==> images/met4.png <==
Scale bar: 50 microns.
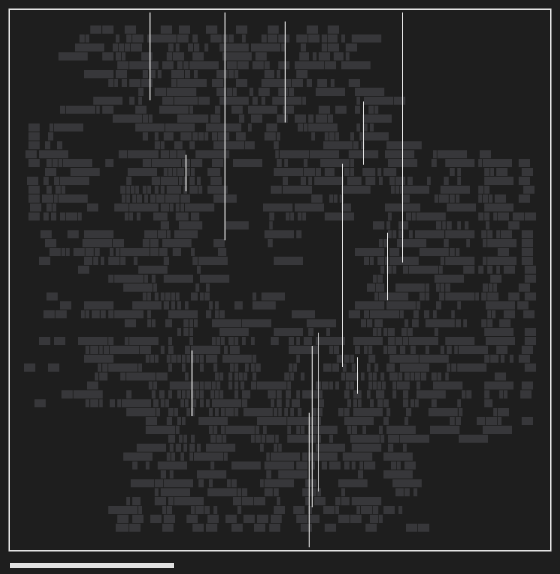
==> images/metal_stack.png <==
Two of the layers only.
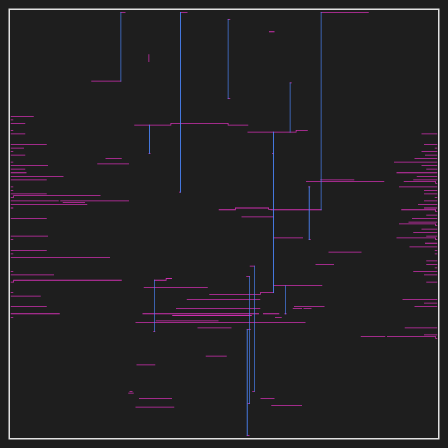
==> images/drive_strength.png <==
Scale bar: 50 microns.
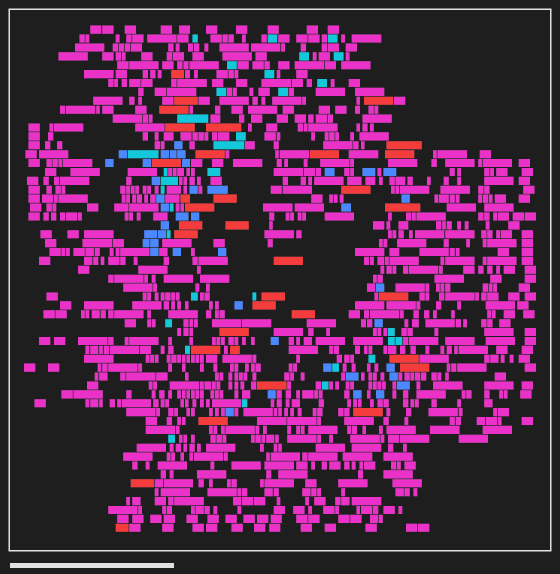
==> images/met2.png <==
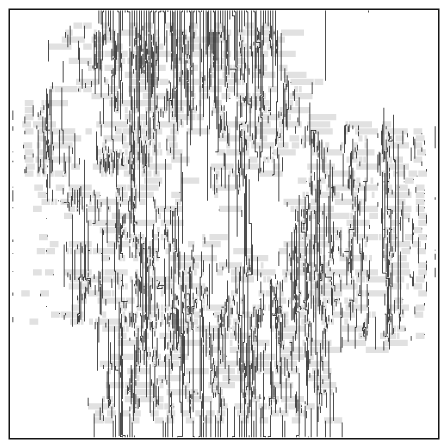
==> images/final_clocks.png <==
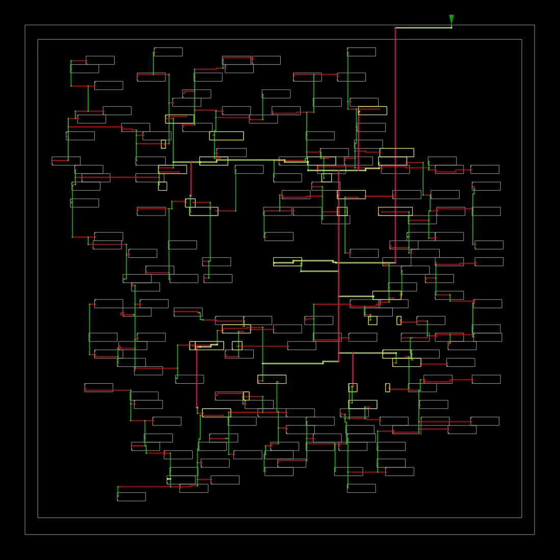
==> config.mk <==
export PLATFORM = sky130hd
export DESIGN_NAME = fetch_stage
export DESIGN_NICKNAME = d
export VERILOG_FILES = /design/src/rtl/fetch_stage_pkg.sv /design/src/rtl/fetch_stage.sv
export SDC_FILE = /design/constraint.sdc
export NUM_CORES = 1
export LEC_CHECK = 0
export ABC_AREA = 1
export CORE_MARGIN = 4
export CORE_UTILIZATION = 30
export CTS_CLUSTER_DIAMETER = 120
export DETAILED_ROUTE_END_ITERATION = 8
export SYNTH_ARGS = -nofsm -noshare
export SYNTH_HDL_FRONTEND = slang
export SYNTH_SLANG_ARGS = --single-unit
==> constraint.sdc <==
create_clock -name clk_i -period 1.7 [get_ports clk_i]
set_input_delay 0.17 -clock clk_i [delete_from_list [all_inputs] [get_ports clk_i]]
set_output_delay 0.17 -clock clk_i [all_outputs]
set_load 0.01 [all_outputs]
==> flow_summary.json <==
{
  "outcome": "completed",
  "chipArea_sq_um": 27300,
  "detailedPlacementHpwl_microns": 16400,
  "gp_congestion": 0.872,
  "ys_sh_adder_pct": 1.01,
  "finalNetCount": 1171,
  "wire_length_of_the_first_global_routing_pass_microns": 35900,
  "synth.largest_area_cell": "sky130_fd_sc_hd__dfrtp_1",
  "cp_delay_by_family_top": "simple AND/OR/NAND/NOR gates",
  "hold_slack_ns": 0.0929,
  "synth_top_flop_cell": "sky130_fd_sc_hd__dfrtp_1",
  "common_cells": "sky130_fd_sc_hd__nand2_1 (238), sky130_fd_sc_hd__dfrtp_1 (158), sky130_fd_sc_hd__nand3_1 (115), sky130_fd_sc_hd__nor2_1 (100), sky130_fd_sc_hd__inv_1 (63)",
  "buffer_ports.inserted": 197,
  "io_pins": 200,
  "die.size.x_microns": 165,
  "min_period_ns": 1.62,
  "nonClockInverterCount": 68,
  "utilization_pct": 43.4,
  "n_fill_cell": 2399,
  "ys_chip_area_sq_um": 7410,
  "worstSetupPathDepth": 8,
  "ys_seq_elements": 161,
  "dr.max_layer_used": "met4"
}
Back to the opening pictures, met4.png:
The layer carries 484 microns of wire. The longest straight run is 76.2 microns. 9 nets have wire on it.
WL final: 23200 microns
via total after detailed routing: 6662

Back to the opening pictures, metal_stack.png:
Key: blue = met4 [wire length 484 microns]; magenta = met3 [wire length 1430 microns]
Routed WL per cell: 16.2 microns
global-route usage over all layers: 16.9%

Back to the opening pictures, drive_strength.png:
Key: magenta = drive 1 or less [cells 1001, most used nand2_1]; blue = drive 3 to 4 [cells 41, most used buf_4]; cyan = drive 2 [cells 32, most used o21ai_2]; red = drive 6 and up [cells 34, most used clkbuf_16]
final instance area: 10600 sq um
number of non-clock buffers in the layout: 236
area delta synth->final: 42.6%

Back to the opening pictures, met2.png:
The longest straight run is 89.2 microns. The layer holds 47% of the routed length. 923 nets have wire on it. The layer carries 10900 microns of wire. The wires run mostly vertical.
routing usage on met2: 26.2%

Back to the opening pictures, final_clocks.png:
clock insertion delay at the later pin of the skew report: 0.43 ns
number of clock buffers inserted by TritonCTS: 17
total number of clock tree sinks: 161
power consumed by the clock network: 3.94 mW
clock buffers: 20

==> repair_timing <==
| action | in CTS | in global routing |
|---|---|---|
| endpoints found under the setup margin | 7 | 55 |
| resized | 9 | 11 |
| gates cloned | 0 | 2 |
| buffers inserted | 0 | 4 |
| hold endpoints to repair | 158 | 0 |
| hold buffers | 1 | 0 |
==> cell usage in the layout (no fill, tap or decap), drive strengths merged, types with 4 or more instances in the layout <==
master         netlist  routed
clkdlybuf4s50        0     191
buf                 36      39
nor3                 6       6
xor2                 4       4
o211ai              17      17
clkbuf              11      21
ha                   6       6
clkinv               0       4
inv                 68      70
nand2              239     239
nor2               109     109
o21ai               90      90
dfrtp              158     158
nand3              116     116
a21oi               11      11
No activity file was given, so power comes from the tool's default toggle rates.
